==> src/rtl/ex_mem_skid_reg_if.sv <==
`default_nettype none
// ============================================================================
//  Module   : ex_mem_skid_reg_if
//  Brief    : EX->MEM handshake bundle. The EX offer and the MEM-side ready
//             arrive from the environment; the M-side entry and status are
//             returned by the pipeline register.
//  Revision : 1.0 - initial release
// ============================================================================
interface ex_mem_skid_reg_if #(
    parameter int XLEN         = 32,
    parameter int REG_ADDR_W   = 5,
    parameter int RESULT_SRC_W = 2
);
    // EX side
    logic                    ValidE;
    logic                    ReadyE;
    logic                    FlushE;
    logic                    RegWriteE;
    logic [RESULT_SRC_W-1:0] ResultSrcE;
    logic                    MemWriteE;
    logic [XLEN-1:0]         ALUResultE;
    logic [XLEN-1:0]         WriteDataE;
    logic [REG_ADDR_W-1:0]   RdE;
    logic [XLEN-1:0]         PCPlus4E;

    // MEM side
    logic                    ValidM;
    logic                    ReadyM;
    logic                    RegWriteM;
    logic [RESULT_SRC_W-1:0] ResultSrcM;
    logic                    MemWriteM;
    logic [XLEN-1:0]         ALUResultM;
    logic [XLEN-1:0]         WriteDataM;
    logic [REG_ADDR_W-1:0]   RdM;
    logic [XLEN-1:0]         PCPlus4M;

    // Status
    logic [1:0]              Occupancy;

    // Environment: produces the EX offer and the MEM ready
    modport master (
        output ValidE, FlushE, RegWriteE, ResultSrcE, MemWriteE,
               ALUResultE, WriteDataE, RdE, PCPlus4E, ReadyM,
        input  ReadyE, ValidM, RegWriteM, ResultSrcM, MemWriteM,
               ALUResultM, WriteDataM, RdM, PCPlus4M, Occupancy
    );

    // Pipeline register
    modport slave (
        input  ValidE, FlushE, RegWriteE, ResultSrcE, MemWriteE,
               ALUResultE, WriteDataE, RdE, PCPlus4E, ReadyM,
        output ReadyE, ValidM, RegWriteM, ResultSrcM, MemWriteM,
               ALUResultM, WriteDataM, RdM, PCPlus4M, Occupancy
    );
endinterface
`default_nettype wire

==> src/rtl/ex_mem_skid_reg.sv <==
`default_nettype none
// ============================================================================
//  Module   : ex_mem_skid_reg
//  Brief    : EX->MEM pipeline register with valid/ready handshake and a
//             one-entry skid buffer. ReadyE is derived from state only, so no
//             combinational path exists from ReadyM back to ReadyE. Flushed
//             offers are dropped and bubbles never carry write enables.
//  Revision : 1.0 - initial release
// ============================================================================
module ex_mem_skid_reg #(
    parameter int XLEN            = 32,
    parameter int REG_ADDR_W      = 5,
    parameter int RESULT_SRC_W    = 2,
    parameter int ZERO_REG_SQUASH = 1
) (
    input  wire              clk,
    input  wire              rst,
    ex_mem_skid_reg_if.slave bus
);
    // The interface instance must be built with the same widths as this module.

    // Entry layout, MSB first: RegWrite, ResultSrc, MemWrite, ALUResult,
    // WriteData, Rd, PCPlus4.
    localparam int ENTRY_W = 1 + RESULT_SRC_W + 1 + 3 * XLEN + REG_ADDR_W;

    logic [ENTRY_W-1:0] r_out_data;
    logic [ENTRY_W-1:0] r_skd_data;
    logic               r_out_valid;
    logic               r_skd_valid;

    logic               w_ready;
    logic               w_accept;
    logic               w_drain;
    logic               w_squash;
    logic [ENTRY_W-1:0] w_in_entry;
    logic               w_out_regwrite;
    logic               w_out_memwrite;

    // A write to x0 is architecturally a no-op; killing it here saves the
    // writeback stage from special-casing Rd==0.
    assign w_squash   = (ZERO_REG_SQUASH != 0) && (bus.RdE == '0);
    assign w_in_entry = {bus.RegWriteE & ~w_squash, bus.ResultSrcE, bus.MemWriteE,
                         bus.ALUResultE, bus.WriteDataE, bus.RdE, bus.PCPlus4E};

    // Ready only looks at the skid flag (and reset), never at ReadyM.
    assign w_ready  = ~r_skd_valid & ~rst;
    assign w_accept = bus.ValidE & w_ready & ~bus.FlushE;
    assign w_drain  = ~r_out_valid | bus.ReadyM;

    // Storage update: OUT refills from SKD first so ordering is preserved.
    always_ff @(posedge clk) begin
        if (rst) begin
            r_out_data  <= '0;
            r_skd_data  <= '0;
            r_out_valid <= 1'b0;
            r_skd_valid <= 1'b0;
        end else if (w_drain) begin
            if (r_skd_valid) begin
                r_out_data  <= r_skd_data;
                r_out_valid <= 1'b1;
                if (w_accept) begin
                    r_skd_data <= w_in_entry;
                end
                r_skd_valid <= w_accept;
            end else begin
                if (w_accept) begin
                    r_out_data <= w_in_entry;
                end
                r_out_valid <= w_accept;
            end
        end else if (w_accept) begin
            // OUT is stalled; accept only happens with SKD empty.
            r_skd_data  <= w_in_entry;
            r_skd_valid <= 1'b1;
        end
    end

    assign {w_out_regwrite, bus.ResultSrcM, w_out_memwrite, bus.ALUResultM,
            bus.WriteDataM, bus.RdM, bus.PCPlus4M} = r_out_data;

    // Bubbles keep their data fields but never their write enables.
    assign bus.RegWriteM = w_out_regwrite & r_out_valid;
    assign bus.MemWriteM = w_out_memwrite & r_out_valid;
    assign bus.ValidM    = r_out_valid;
    assign bus.ReadyE    = w_ready;
    assign bus.Occupancy = {1'b0, r_out_valid} + {1'b0, r_skd_valid};

endmodule
`default_nettype wire

==> src/flat_wrapper.sv <==
// flat-port wrapper written by rule: the top's interface ports become plain ports
module ex_mem_skid_reg_flat 
#(
    parameter int XLEN            = 32,
    parameter int REG_ADDR_W      = 5,
    parameter int RESULT_SRC_W    = 2,
    parameter int ZERO_REG_SQUASH = 1
)
  (clk, rst, bus_ValidE, bus_FlushE, bus_RegWriteE, bus_ResultSrcE, bus_MemWriteE, bus_ALUResultE, bus_WriteDataE, bus_RdE, bus_PCPlus4E, bus_ReadyM, bus_ReadyE, bus_ValidM, bus_RegWriteM, bus_ResultSrcM, bus_MemWriteM, bus_ALUResultM, bus_WriteDataM, bus_RdM, bus_PCPlus4M, bus_Occupancy);
  ex_mem_skid_reg_if #(.XLEN(XLEN), .REG_ADDR_W(REG_ADDR_W), .RESULT_SRC_W(RESULT_SRC_W)) bus_i ();
  input  wire clk;
  input  wire rst;
  input wire logic [$bits(bus_i.ValidE)-1:0] bus_ValidE;
  input wire logic [$bits(bus_i.FlushE)-1:0] bus_FlushE;
  input wire logic [$bits(bus_i.RegWriteE)-1:0] bus_RegWriteE;
  input wire logic [$bits(bus_i.ResultSrcE)-1:0] bus_ResultSrcE;
  input wire logic [$bits(bus_i.MemWriteE)-1:0] bus_MemWriteE;
  input wire logic [$bits(bus_i.ALUResultE)-1:0] bus_ALUResultE;
  input wire logic [$bits(bus_i.WriteDataE)-1:0] bus_WriteDataE;
  input wire logic [$bits(bus_i.RdE)-1:0] bus_RdE;
  input wire logic [$bits(bus_i.PCPlus4E)-1:0] bus_PCPlus4E;
  input wire logic [$bits(bus_i.ReadyM)-1:0] bus_ReadyM;
  output wire logic [$bits(bus_i.ReadyE)-1:0] bus_ReadyE;
  output wire logic [$bits(bus_i.ValidM)-1:0] bus_ValidM;
  output wire logic [$bits(bus_i.RegWriteM)-1:0] bus_RegWriteM;
  output wire logic [$bits(bus_i.ResultSrcM)-1:0] bus_ResultSrcM;
  output wire logic [$bits(bus_i.MemWriteM)-1:0] bus_MemWriteM;
  output wire logic [$bits(bus_i.ALUResultM)-1:0] bus_ALUResultM;
  output wire logic [$bits(bus_i.WriteDataM)-1:0] bus_WriteDataM;
  output wire logic [$bits(bus_i.RdM)-1:0] bus_RdM;
  output wire logic [$bits(bus_i.PCPlus4M)-1:0] bus_PCPlus4M;
  output wire logic [$bits(bus_i.Occupancy)-1:0] bus_Occupancy;
  assign bus_i.ValidE = bus_ValidE;
  assign bus_i.FlushE = bus_FlushE;
  assign bus_i.RegWriteE = bus_RegWriteE;
  assign bus_i.ResultSrcE = bus_ResultSrcE;
  assign bus_i.MemWriteE = bus_MemWriteE;
  assign bus_i.ALUResultE = bus_ALUResultE;
  assign bus_i.WriteDataE = bus_WriteDataE;
  assign bus_i.RdE = bus_RdE;
  assign bus_i.PCPlus4E = bus_PCPlus4E;
  assign bus_i.ReadyM = bus_ReadyM;
  assign bus_ReadyE = bus_i.ReadyE;
  assign bus_ValidM = bus_i.ValidM;
  assign bus_RegWriteM = bus_i.RegWriteM;
  assign bus_ResultSrcM = bus_i.ResultSrcM;
  assign bus_MemWriteM = bus_i.MemWriteM;
  assign bus_ALUResultM = bus_i.ALUResultM;
  assign bus_WriteDataM = bus_i.WriteDataM;
  assign bus_RdM = bus_i.RdM;
  assign bus_PCPlus4M = bus_i.PCPlus4M;
  assign bus_Occupancy = bus_i.Occupancy;
  ex_mem_skid_reg #(.XLEN(XLEN), .REG_ADDR_W(REG_ADDR_W), .RESULT_SRC_W(RESULT_SRC_W), .ZERO_REG_SQUASH(ZERO_REG_SQUASH)) u_core (.clk(clk), .rst(rst), .bus(bus_i));
endmodule
==> config.mk <==
export PLATFORM = sky130hd
export DESIGN_NAME = ex_mem_skid_reg_flat
export DESIGN_NICKNAME = d
export VERILOG_FILES = /design/src/rtl/ex_mem_skid_reg_if.sv /design/src/rtl/ex_mem_skid_reg.sv /design/src/flat_wrapper.sv
export SDC_FILE = /design/constraint.sdc
export NUM_CORES = 1
export LEC_CHECK = 0
export ABC_AREA = 1
export CELL_PAD_IN_SITES_DETAIL_PLACEMENT = 1
export CELL_PAD_IN_SITES_GLOBAL_PLACEMENT = 1
export CORE_AREA = 4 4 181 183
export DETAILED_ROUTE_END_ITERATION = 10
export DIE_AREA = 0 0 185 187
export GPL_TIMING_DRIVEN = 0
export PLACE_DENSITY = 0.83
export SETUP_SLACK_MARGIN = 0.3
export SLEW_MARGIN = 0
export SYNTH_ARGS = -nofsm -noshare
export SYNTH_HDL_FRONTEND = slang
export SYNTH_SLANG_ARGS = --single-unit
export TNS_END_PERCENT = 100
==> constraint.sdc <==
create_clock -name clk -period 1.3 [get_ports clk]
set_input_delay 0.195 -clock clk [delete_from_list [all_inputs] [get_ports clk]]
set_output_delay 0.195 -clock clk [all_outputs]
set_load 0.01 [all_outputs]
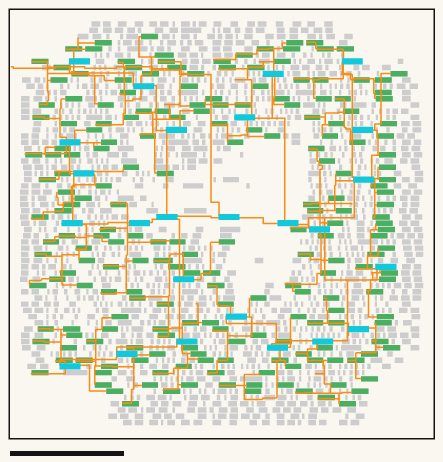
Fig. 1. Clock wires, drivers and flops (run 1).
Scale bar: 50 um.
legend:
  orange:
    item: clock wires
    length: 3180 um
  green:
    item: flip-flops
    count: 212
  cyan:
    item: clock-net drivers
    count: 25
routed clock nets: 26
flops lie: spread over the die

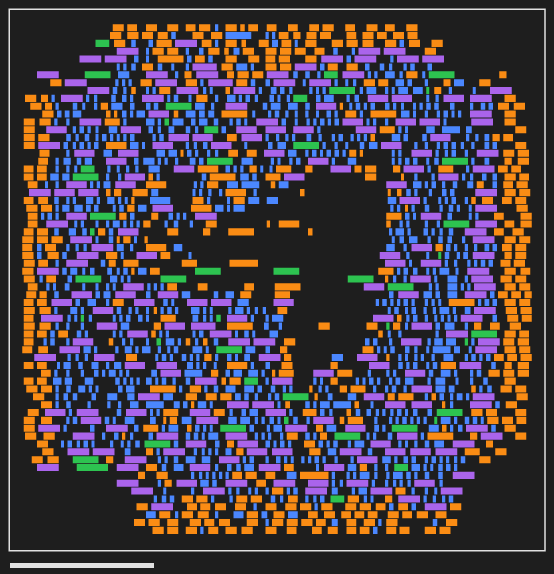
Fig. 2. Cell classes on the final placement (run 1).
Scale bar: 50 um.
legend:
  green:
    class: clock drivers and dummy loads
    cells: 45
  purple:
    class: registers
    cells: 212
  orange:
    class: remaining buffers and delay cells
    cells: 485
  blue:
    class: remaining logic cells
    cells: 1053

==> changes_impl.md, run 1 <==
### Changed

* Initial antenna violation count at 4
* FMAX at 619.6 MHz
* Postcts setup bufs at 25
* Final net count at 1888
* Yosys top cell area share at 41.75%
* CTS clock-pin slew for the worst setup and hold paths at 60 ps
* Post-synth EDFFs at 0
* DRT Pass-1 Iters at 4
* Die height at 187 um
* Sequential cell count at 212
* Yosys chip area at 10160 um2
* # setup viols final at 217
* Vias per cell at 4.969
* Clk Latency, worst-skew pair at 510 ps
* Invs w/o clock at 91
* Power per cell area at 1033 nW/um2
* ClkCell Share at 5.058%
* Top cell by count, worst path: buf_8
* Synth Register Bits at 212
* Hold Crit Class: in -> reg
* CP Max Fanout at 10
* CTS Buffer Depth at 3
* Max Cap Viol at 0
* Worst Path Buf+Inv at 4
* Reg area at 4385 um2
* Worst vdd ir at 935.4 uV
* Max-slew violation count at 0
* Clock Tree Root: clkbuf_16
* Status: complete, but fails checks
* P_comb at 2.68 mW
* Met3 Wirelength at 1.691 mm
* Final setup margin at -314.0 ps
* Sequential cell area share at 27.27%
* Ranking of synthesized cells by area: dfxtp_1, a21oi_1, nand2_1
* Comb_multi_in at 962
* Critical path's slowest cell: dfxtp_4
* Relative slew slack at 45.81%
* Die width at 185 um
* GRT Overall Usage at 21.19%
* Complex Gates by Area at 16.08%
* Main logic family: simple AND/OR/NAND/NOR gates
* Tot Pwr at 16.61 mW
* Final hold vios at 0
* Comb area share at 30.70%
* P_int at 12.36 mW
* Post-Syn Area at 10160 um2
* Routed WL at 40.91 mm
* Unique cell types at 19
* Post-route ant nets at 0
* Routability congestion estimate at 0.8070
* Nonclk buf count at 485
* MUX share of area at 0%
* Commonest flop: dfxtp_1
* Area post-placement at 12940 um2
* Number of diodes at 0
* GRT met1 Usage at 25.99%
* Total number of vias at 10920
* AND/OR/NAND/NOR Cells, Area Fraction at 25.33%
* Initial Util at 32.55%
* Highest metal used: met5
* # Cells Yosys at 1482
* CP Capture Type: flip-flop
* Area Overhead vs Synth at 58.20%
* Levels on crit path at 8
* R2R Setup Slk at -310 ps
* Biggest Area Class: non-clock buffers
* Fin crit period at 1614 ps
* Hpwl dp at 25.89 mm
* Post-Layout Cell Count at 2197
* P_sw at 4.248 mW
* Heaviest power group: clock
* Cell taking the most area after synthesis: dfxtp_1
* Most frequent cells in the layout: nand2_1, a21oi_1, buf_6
* Clock share of power at 42.4%
* # resized after CTS at 856
* Max incr delay on CP at 360 ps
* Share of cells above drive strength 1 at 36.77%
* Biggest regs: u_core.r_out_data: 105 flops, u_core.r_skd_data: 105 flops
* Pin count of the biggest net entering global routing at 13
* Worst Setup EP: u_core.r_skd_data[18]$_SDFFE_PP0P_
* Async set or reset register ratio after synthesis at 0%
* FF-to-FF Start: u_core.r_skd_valid$_SDFFE_PP0P_
* CP required at 1740 ps
* Initial DRC Count at 543
* Post-synth seq share at 41.75%
* WL/cell at 18.62 um
* Tap cells at 402
* Most frequent cell after synthesis: nand2_1
* Post-layout period usage of the worst path at 124.2%
* Most common logic cell in the routed design: nand2_1
* Failing checks: negative setup slack
* Number of cell rows at 65
* Comb power frac at 16.1%
* Drc violations at 0
* Met3 Use GR at 4.045%
* Startpoint type of the worst setup path: flip-flop
* CP arrival at 2050 ps
* FF-to-FF End: u_core.r_skd_data[18]$_SDFFE_PP0P_
* Tool Warnings at 29
* Total sequential power at 6.88 mW
* Crit path from: u_core.r_skd_valid$_SDFFE_PP0P_
* NonClk Buf Share at 31.63%
* XOR/XNOR Fraction of Synth Area at 0%
* Worst r2r path cells at 8
* Cell count of the worst hold path at 3
* Clk. pwr at 7.05 mW
* Total negative slack at -54780 ps
* Sw Ratio at 25.58%
* Syn_nets at 1593
* Met1 Wirelength at 17.02 mm
* Worst path cell trace: buf_12, nor2_4, nand3_4, inv_8, buf_8, buf_8, nand2_1, a21oi_1
* GR Overflow Total at 0
* Global-route wire length before repair at 60.00 mm
* Worst hold endpoint: u_core.r_skd_data[20]$_SDFFE_PP0P_
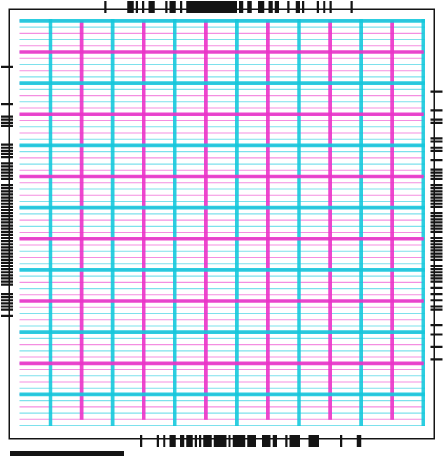
Fig. 3. Supply network (run 1).
Scale bar: 50 um. Pins as bars on the die edge.
legend:
  magenta:
    net: VDD
  cyan:
    net: VSS
signal pins: 219
met1 rails: 66
rows: 65

## Run 2: what changed since run 1
CTS_CLUSTER_SIZE = 24   (was unset)
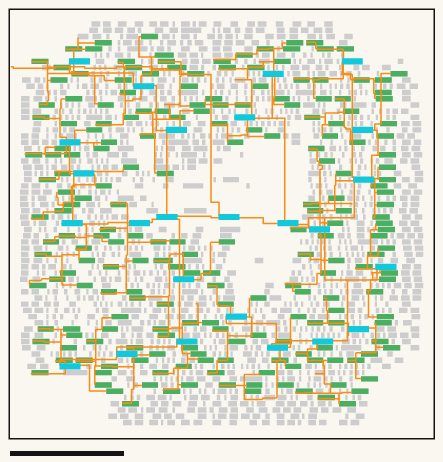
Fig. 4. Clock wires, drivers and flops (run 2).
Scale bar: 50 um.
legend:
  cyan:
    item: clock-net drivers
    count: 25
  green:
    item: flip-flops
    count: 212
  orange:
    item: clock wires
    length: 3180 um
flops lie: spread over the die
routed clock nets: 26

==> changes_impl.md, run 2 <==
### Changed

* Complex Gates by Area at 16.08%
* Comb_multi_in at 962
* Routed WL at 40.91 mm
* WL/cell at 18.62 um
* Status: complete, but fails checks
* DRT Pass-1 Iters at 4
* Worst r2r path cells at 8
* Failing checks: negative setup slack
* GRT Overall Usage at 21.19%
* Heaviest power group: clock
* Reg area at 4385 um2
* Sequential cell area share at 27.27%
* Worst hold start: bus_PCPlus4E[20]
* GR Overflow Total at 0
* Main logic family: simple AND/OR/NAND/NOR gates
* Async set or reset register ratio after synthesis at 0%
* Max incr delay on CP at 360 ps
* Cell count of the worst hold path at 3
* Comb power frac at 16.1%
* Postcts setup bufs at 25
* Clock share of power at 42.4%
* Hpwl dp at 25.89 mm
* Post-route ant nets at 0
* Cell taking the most area after synthesis: dfxtp_1
* Post-Syn Area at 10160 um2
* Most frequent cells in the layout: nand2_1, a21oi_1, buf_6
* Sequential cell count at 212
* R2R Setup Slk at -310 ps
* Post-synth seq share at 41.75%
* Drc violations at 0
* Total number of vias at 10920
* Max Cap Viol at 0
* Startpoint type of the worst setup path: flip-flop
* # Cells Yosys at 1482
* CP Capture Type: flip-flop
* ClkCell Share at 5.058%
* Syn_nets at 1593
* Relative slew slack at 45.81%
* Met3 Wirelength at 1.691 mm
* Pin count of the biggest net entering global routing at 13
* Sw Ratio at 25.58%
* Invs w/o clock at 91
* Global-route wire length before repair at 60.00 mm
* Tot Pwr at 16.61 mW
* Number of diodes at 0
* P_sw at 4.248 mW
* Comb area share at 30.70%
* Post-Layout Cell Count at 2197
* Unique cell types at 19
* Yosys top cell area share at 41.75%
* Die height at 187 um
* Worst vdd ir at 935.4 uV
* Area post-placement at 12940 um2
* Crit path from: u_core.r_skd_valid$_SDFFE_PP0P_
* GRT met1 Usage at 25.99%
* Total sequential power at 6.88 mW
* Top cell by count, worst path: buf_8
* Post-layout period usage of the worst path at 124.2%
* FF-to-FF End: u_core.r_skd_data[18]$_SDFFE_PP0P_
* Fin crit period at 1614 ps
* Final net count at 1888
* Biggest regs: u_core.r_out_data: 105 flops, u_core.r_skd_data: 105 flops
* Met3 Use GR at 4.045%
* Sink Count at 212
* Routability congestion estimate at 0.8070
* Post-synth EDFFs at 0
* MUX share of area at 0%
* CP arrival at 2050 ps
* Hold Crit Class: in -> reg
* Met1 Wirelength at 17.02 mm
* CTS clock-pin slew for the worst setup and hold paths at 60 ps
* Yosys chip area at 10160 um2
* Die width at 185 um
* P_comb at 2.68 mW
* P_int at 12.36 mW
* FF-to-FF Start: u_core.r_skd_valid$_SDFFE_PP0P_
* Worst Path Buf+Inv at 4
* Final setup margin at -314.0 ps
* Clock Tree Root: clkbuf_16
* Synth Register Bits at 212
* Highest metal used: met5
* FMAX at 619.6 MHz
* Area Overhead vs Synth at 58.20%
* CTS Buffer Depth at 3
* Clk. pwr at 7.05 mW
* Worst path cell trace: buf_12, nor2_4, nand3_4, inv_8, buf_8, buf_8, nand2_1, a21oi_1
* Critical path's slowest cell: dfxtp_4
* Total negative slack at -54780 ps
* CP required at 1740 ps
* Biggest Area Class: non-clock buffers
* XOR/XNOR Fraction of Synth Area at 0%
* Clk Latency, worst-skew pair at 510 ps
* Initial antenna violation count at 4
* Initial Util at 32.55%
* Initial DRC Count at 543
* # setup viols final at 217
* Share of cells above drive strength 1 at 36.77%
* Final hold vios at 0
* Number of cell rows at 65
* AND/OR/NAND/NOR Cells, Area Fraction at 25.33%
* Most frequent cell after synthesis: nand2_1
* Max-slew violation count at 0
* Tool Warnings at 29
* Vias per cell at 4.969
* CP Max Fanout at 10
* NonClk Buf Share at 31.63%
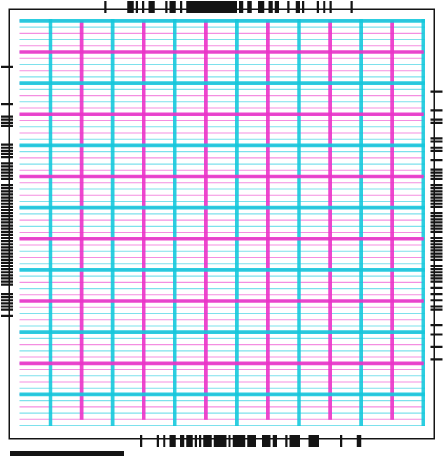
Fig. 5. Supply network (run 2).
Scale bar: 50 um. Pins as bars on the die edge.
legend:
  cyan:
    net: VSS
  magenta:
    net: VDD
signal pins: 219
met1 rails: 66
met4 straps: 13
met5 straps: 13
rows: 65

Power is estimated from default activity; no workload was simulated.
